### config.mk
export PLATFORM = sky130hd
export DESIGN_NAME = tri_bbox_unit
export DESIGN_NICKNAME = d
export VERILOG_FILES = /design/src/rtl/tri_bbox_pkg.sv /design/src/rtl/fxp_round_clamp.sv /design/src/rtl/tri_bbox_unit.sv
export SDC_FILE = /design/constraint.sdc
export NUM_CORES = 1
export LEC_CHECK = 0
export ABC_AREA = 1
export CORE_MARGIN = 3
export CORE_UTILIZATION = 55
export DETAILED_ROUTE_END_ITERATION = 7
export GPL_ROUTABILITY_DRIVEN = 1
export HOLD_SLACK_MARGIN = 0.12
export PLACE_DENSITY = 0.83
export SETUP_SLACK_MARGIN = 0.15
export SYNTH_ARGS = -nofsm -noshare
export SYNTH_HDL_FRONTEND = slang
export SYNTH_SLANG_ARGS = --single-unit
### constraint.sdc
create_clock -name clk -period 8.4 [get_ports clk]
set_input_delay 1.26 -clock clk [delete_from_list [all_inputs] [get_ports clk]]
set_output_delay 1.26 -clock clk [all_outputs]
set_load 0.005 [all_outputs]
### src/rtl/tri_bbox_pkg.sv
// Shared types and default configuration for the triangle bounding-box unit.
package tri_bbox_pkg;

    // Default configuration: 18-bit coordinates with 6 fractional bits, 640x480 screen.
    localparam int unsigned WIDTH_DEF  = 18;
    localparam int unsigned FRAC_DEF   = 6;
    localparam int unsigned PIX_W_DEF  = 10;
    localparam int unsigned XCLAMP     = 640 - 1;
    localparam int unsigned YCLAMP     = 480 - 1;
    localparam int unsigned ROUND_HALF = 1 << (FRAC_DEF - 1);

    typedef enum logic [1:0] {
        IDLE,
        SCAN,
        FINAL,
        DONE
    } state_e;

endpackage

### src/rtl/fxp_round_clamp.sv
// Round a signed fixed-point value half-up to an integer and clamp it to 0..LIMIT.
// o_below / o_above report the rounded value before clamping.
module fxp_round_clamp
    import tri_bbox_pkg::*;
#(
    parameter int unsigned WIDTH = WIDTH_DEF,
    parameter int unsigned FRAC  = FRAC_DEF,
    parameter int unsigned PIX_W = PIX_W_DEF,
    parameter int unsigned LIMIT = XCLAMP
) (
    input  logic signed [WIDTH-1:0] i_val,
    output logic        [PIX_W-1:0] o_pix,
    output logic                    o_below,
    output logic                    o_above
);

    localparam int unsigned HALF  = (FRAC == FRAC_DEF) ? ROUND_HALF : (1 << (FRAC - 1));
    localparam int          LIM_S = int'(LIMIT);

    logic signed [WIDTH:0] w_sum;
    logic signed [WIDTH:0] w_rnd;
    logic signed [31:0]    w_ext;

    // One extra bit so adding the half LSB cannot overflow.
    assign w_sum   = $signed({i_val[WIDTH-1], i_val}) + $signed((WIDTH+1)'(HALF));
    assign w_rnd   = w_sum >>> FRAC;
    assign w_ext   = 32'(w_rnd);
    assign o_below = (w_ext < 0);
    assign o_above = (w_ext > LIM_S);
    assign o_pix   = o_below ? '0 : (o_above ? PIX_W'(LIMIT) : w_rnd[PIX_W-1:0]);

endmodule

### src/rtl/tri_bbox_unit.sv
// Sequential triangle bounding-box unit: accept one triangle per handshake, scan the
// three vertices for min/max, then round to pixels and clamp to the screen.
// Optional build macro BBOX_CULL_EN: offscreen triangles are dropped and counted.
module tri_bbox_unit
    import tri_bbox_pkg::*;
#(
    parameter int unsigned WIDTH    = WIDTH_DEF,
    parameter int unsigned FRAC     = FRAC_DEF,
    parameter int unsigned PIX_W    = PIX_W_DEF,
    parameter int unsigned SCREEN_W = XCLAMP + 1,
    parameter int unsigned SCREEN_H = YCLAMP + 1
) (
    input  logic                    clk,
    input  logic                    rst,
    input  logic                    in_valid,
    output logic                    in_ready,
    input  logic signed [WIDTH-1:0] v0x,
    input  logic signed [WIDTH-1:0] v1x,
    input  logic signed [WIDTH-1:0] v2x,
    input  logic signed [WIDTH-1:0] v0y,
    input  logic signed [WIDTH-1:0] v1y,
    input  logic signed [WIDTH-1:0] v2y,
    output logic                    out_valid,
    input  logic                    out_ready,
    output logic        [PIX_W-1:0] xmin,
    output logic        [PIX_W-1:0] xmax,
    output logic        [PIX_W-1:0] ymin,
    output logic        [PIX_W-1:0] ymax,
    output logic                    offscreen,
    output logic [15:0]             cull_cnt
);

    state_e                  r_state;
    logic [1:0]              r_idx;
    logic                    r_in_ready;
    logic                    r_out_valid;
    logic signed [WIDTH-1:0] r_v0x, r_v1x, r_v2x, r_v0y, r_v1y, r_v2y;
    logic signed [WIDTH-1:0] r_run_xmin, r_run_xmax, r_run_ymin, r_run_ymax;
    logic [PIX_W-1:0]        r_xmin, r_xmax, r_ymin, r_ymax;
    logic                    r_offscreen;

    logic signed [WIDTH-1:0] w_cx, w_cy;
    logic [PIX_W-1:0]        w_xmin_pix, w_xmax_pix, w_ymin_pix, w_ymax_pix;
    logic                    w_xmin_below, w_xmin_above, w_xmax_below, w_xmax_above;
    logic                    w_ymin_below, w_ymin_above, w_ymax_below, w_ymax_above;
    logic                    w_offscreen;
    logic                    w_unused_flags;

    // Select the vertex being scanned this cycle.
    always_comb begin
        w_cx = r_v0x;
        w_cy = r_v0y;
        case (r_idx)
            2'd1: begin
                w_cx = r_v1x;
                w_cy = r_v1y;
            end
            2'd2: begin
                w_cx = r_v2x;
                w_cy = r_v2y;
            end
            default: begin
                w_cx = r_v0x;
                w_cy = r_v0y;
            end
        endcase
    end

    fxp_round_clamp #(.WIDTH(WIDTH), .FRAC(FRAC), .PIX_W(PIX_W), .LIMIT(SCREEN_W - 1)) u_xmin (
        .i_val(r_run_xmin), .o_pix(w_xmin_pix), .o_below(w_xmin_below), .o_above(w_xmin_above)
    );
    fxp_round_clamp #(.WIDTH(WIDTH), .FRAC(FRAC), .PIX_W(PIX_W), .LIMIT(SCREEN_W - 1)) u_xmax (
        .i_val(r_run_xmax), .o_pix(w_xmax_pix), .o_below(w_xmax_below), .o_above(w_xmax_above)
    );
    fxp_round_clamp #(.WIDTH(WIDTH), .FRAC(FRAC), .PIX_W(PIX_W), .LIMIT(SCREEN_H - 1)) u_ymin (
        .i_val(r_run_ymin), .o_pix(w_ymin_pix), .o_below(w_ymin_below), .o_above(w_ymin_above)
    );
    fxp_round_clamp #(.WIDTH(WIDTH), .FRAC(FRAC), .PIX_W(PIX_W), .LIMIT(SCREEN_H - 1)) u_ymax (
        .i_val(r_run_ymax), .o_pix(w_ymax_pix), .o_below(w_ymax_below), .o_above(w_ymax_above)
    );

    // Offscreen only when the whole box misses the screen on some axis.
    assign w_offscreen    = w_xmax_below | w_xmin_above | w_ymax_below | w_ymin_above;
    assign w_unused_flags = w_xmin_below | w_xmax_above | w_ymin_below | w_ymax_above;

    assign in_ready  = r_in_ready;
    assign out_valid = r_out_valid;
    assign xmin      = r_xmin;
    assign xmax      = r_xmax;
    assign ymin      = r_ymin;
    assign ymax      = r_ymax;
    assign offscreen = r_offscreen;

`ifdef BBOX_CULL_EN
    logic [15:0] r_cull_cnt;
    assign cull_cnt = r_cull_cnt;
`else
    assign cull_cnt = '0;
`endif

    // Control FSM with vertex capture, min/max scan and registered outputs.
    always_ff @(posedge clk) begin
        if (rst) begin
            r_state     <= IDLE;
            r_idx       <= 2'd0;
            r_in_ready  <= 1'b1;
            r_out_valid <= 1'b0;
            r_xmin      <= '0;
            r_xmax      <= '0;
            r_ymin      <= '0;
            r_ymax      <= '0;
            r_offscreen <= 1'b0;
`ifdef BBOX_CULL_EN
            r_cull_cnt  <= '0;
`endif
        end else begin
            unique case (r_state)
                IDLE: begin
                    if (in_valid) begin
                        r_v0x      <= v0x;
                        r_v1x      <= v1x;
                        r_v2x      <= v2x;
                        r_v0y      <= v0y;
                        r_v1y      <= v1y;
                        r_v2y      <= v2y;
                        r_idx      <= 2'd0;
                        r_in_ready <= 1'b0;
                        r_state    <= SCAN;
                    end
                end
                SCAN: begin
                    if (r_idx == 2'd0) begin
                        r_run_xmin <= w_cx;
                        r_run_xmax <= w_cx;
                        r_run_ymin <= w_cy;
                        r_run_ymax <= w_cy;
                    end else begin
                        if (w_cx < r_run_xmin) r_run_xmin <= w_cx;
                        if (w_cx > r_run_xmax) r_run_xmax <= w_cx;
                        if (w_cy < r_run_ymin) r_run_ymin <= w_cy;
                        if (w_cy > r_run_ymax) r_run_ymax <= w_cy;
                    end
                    if (r_idx == 2'd2) r_state <= FINAL;
                    else               r_idx   <= r_idx + 2'd1;
                end
                FINAL: begin
                    r_xmin      <= w_xmin_pix;
                    r_xmax      <= w_xmax_pix;
                    r_ymin      <= w_ymin_pix;
                    r_ymax      <= w_ymax_pix;
                    r_offscreen <= w_offscreen;
`ifdef BBOX_CULL_EN
                    if (w_offscreen) begin
                        r_cull_cnt <= r_cull_cnt + 16'd1;
                        r_in_ready <= 1'b1;
                        r_state    <= IDLE;
                    end else begin
                        r_out_valid <= 1'b1;
                        r_state     <= DONE;
                    end
`else
                    r_out_valid <= 1'b1;
                    r_state     <= DONE;
`endif
                end
                DONE: begin
                    if (out_ready) begin
                        r_out_valid <= 1'b0;
                        r_in_ready  <= 1'b1;
                        r_state     <= IDLE;
                    end
                end
                default: r_state <= IDLE;
            endcase
        end
    end

endmodule

==> flow_summary_export.csv <==
group,metric,value,unit
floorplanning,fp_util,56.25,%
synthesis,postSynthCellCount,1241,
global_routing,grt_overflow,0,
synthesis,topCellsByArea,"edfxtp_1 (47%), nand2_1 (13%), ha_1 (8.8%)",
global_routing,use_met2,36.51,%
global_routing,grt_pass1_wl,41050,um
sta,finalClockSkew,16.26,ps
setup_path,rrSetupSlack,4250,ps
drt,wl_per_cell,15.11,um
setup_path,cp_max_fo,53,
setup_path,reg2reg_depth,16,
drt,drt-met1-wl,11540,um
sta,fin_setup_tns,0,ps
sta,timing.fmax,240.9,MHz
setup_path,required,8610,ps
drt,postRouteAntennaNets,0,
hold_path,min-delay-start,"ymax[9]",
final_layout,comb_cells,825,
final_layout,diodes,0,
placement,port-buffer-count,154,
synthesis,avgSynthCellArea,9.231,um^2
sta,hold_slack,440.4,ps
setup_path,setup.worst_path.start_class,"flop",
run_status,outcome,"completed",
setup_path,cp-end-kind,"flop",
synthesis,top_cell,"nand2_1",
final_layout,final_util,69.21,%
floorplanning,dieWidth,150.3,um
drt,highest_layer,"met4",
synthesis,ff_type,"edfxtp_1",
clock_network,cts_root_buffer,"clkbuf_16",
final_layout,seq_share,45.03,%
setup_path,path_class,"reg2reg",
clock_network,post-cts-setup-buffer-count,0,
final_layout,flop_area,0.006346,mm^2
synthesis,ys_seq_share,55.40,%
clock_network,cts_buffer_depth,3,
## worst max-delay path: stages (launching register included)
cell and delay (ps):
dfxtp_1 320, inv_1 90, ha_2 590, buf_4 510, nand3_1 130, o21ai_0 140
inv_1 170, ha_1 310, nand2_1 60, nor2_1 130, nand4_1 100, nor3_1 150
nand2_1 90, a21oi_1 180, nor2_1 70, nor2_1 450, buf_4 330
## where the power goes
part / switching [mW] / internal [mW]
registers: 0.118 / 1.53
clock network: 0.415 / 0.673
logic: 1.09 / 0.626
## logic make-up after synthesis
kind of cell    count (synthesis)  synth area share [%]
compound gates                108                 5.122
flops                         227                 55.40
xor+xnor                       21                 1.606
other cells                     1               0.03273
buf+inv                       204                 7.208
fa+ha+maj                      81                 8.847
simple gates                  599                 21.79
Fig. 1: zoomed window
Window x 55 to 95, y 55 to 95 um. Cells in grey, sequential cells in the stronger grey; small squares are vias.
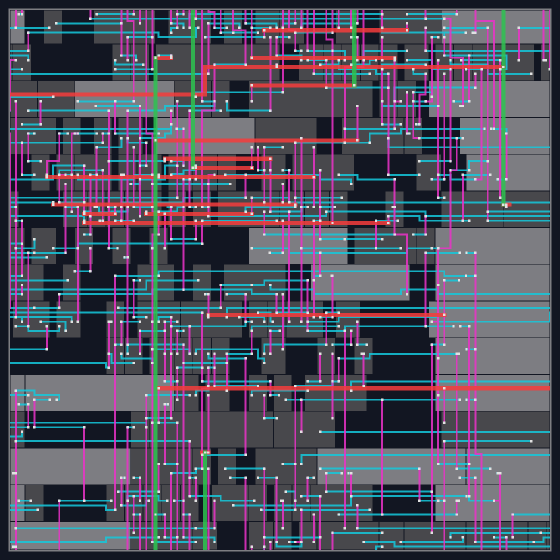
- magenta: M2
- cyan: M1
- red: M3
- green: M4
- sequential cells in the window: 19
- most frequent: inv_1 (27), nand2_1 (26), ha_1 (20)
- netlist names of flops here include: r_run_xmax (7), r_run_xmin (4), r_run_ymin (3)
- cells with their middle in the window: 143

Fig. 2: placement view
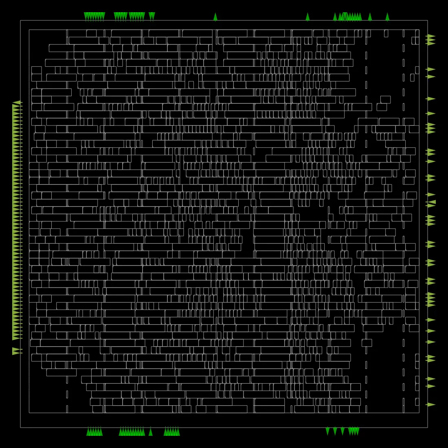
sequential cell count: 227
num rows: 52
Filler cells: 1511

Fig. 3: routed metal, one colour a layer
(2 px per um) Two of the layers only.
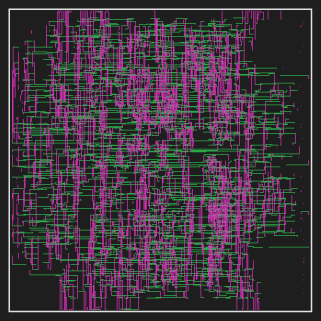
- magenta: M2 (wire length 11700 um)
- green: M1 (wire length 11500 um)

Power figures rest on the tool's default switching activity, not on a simulated workload.
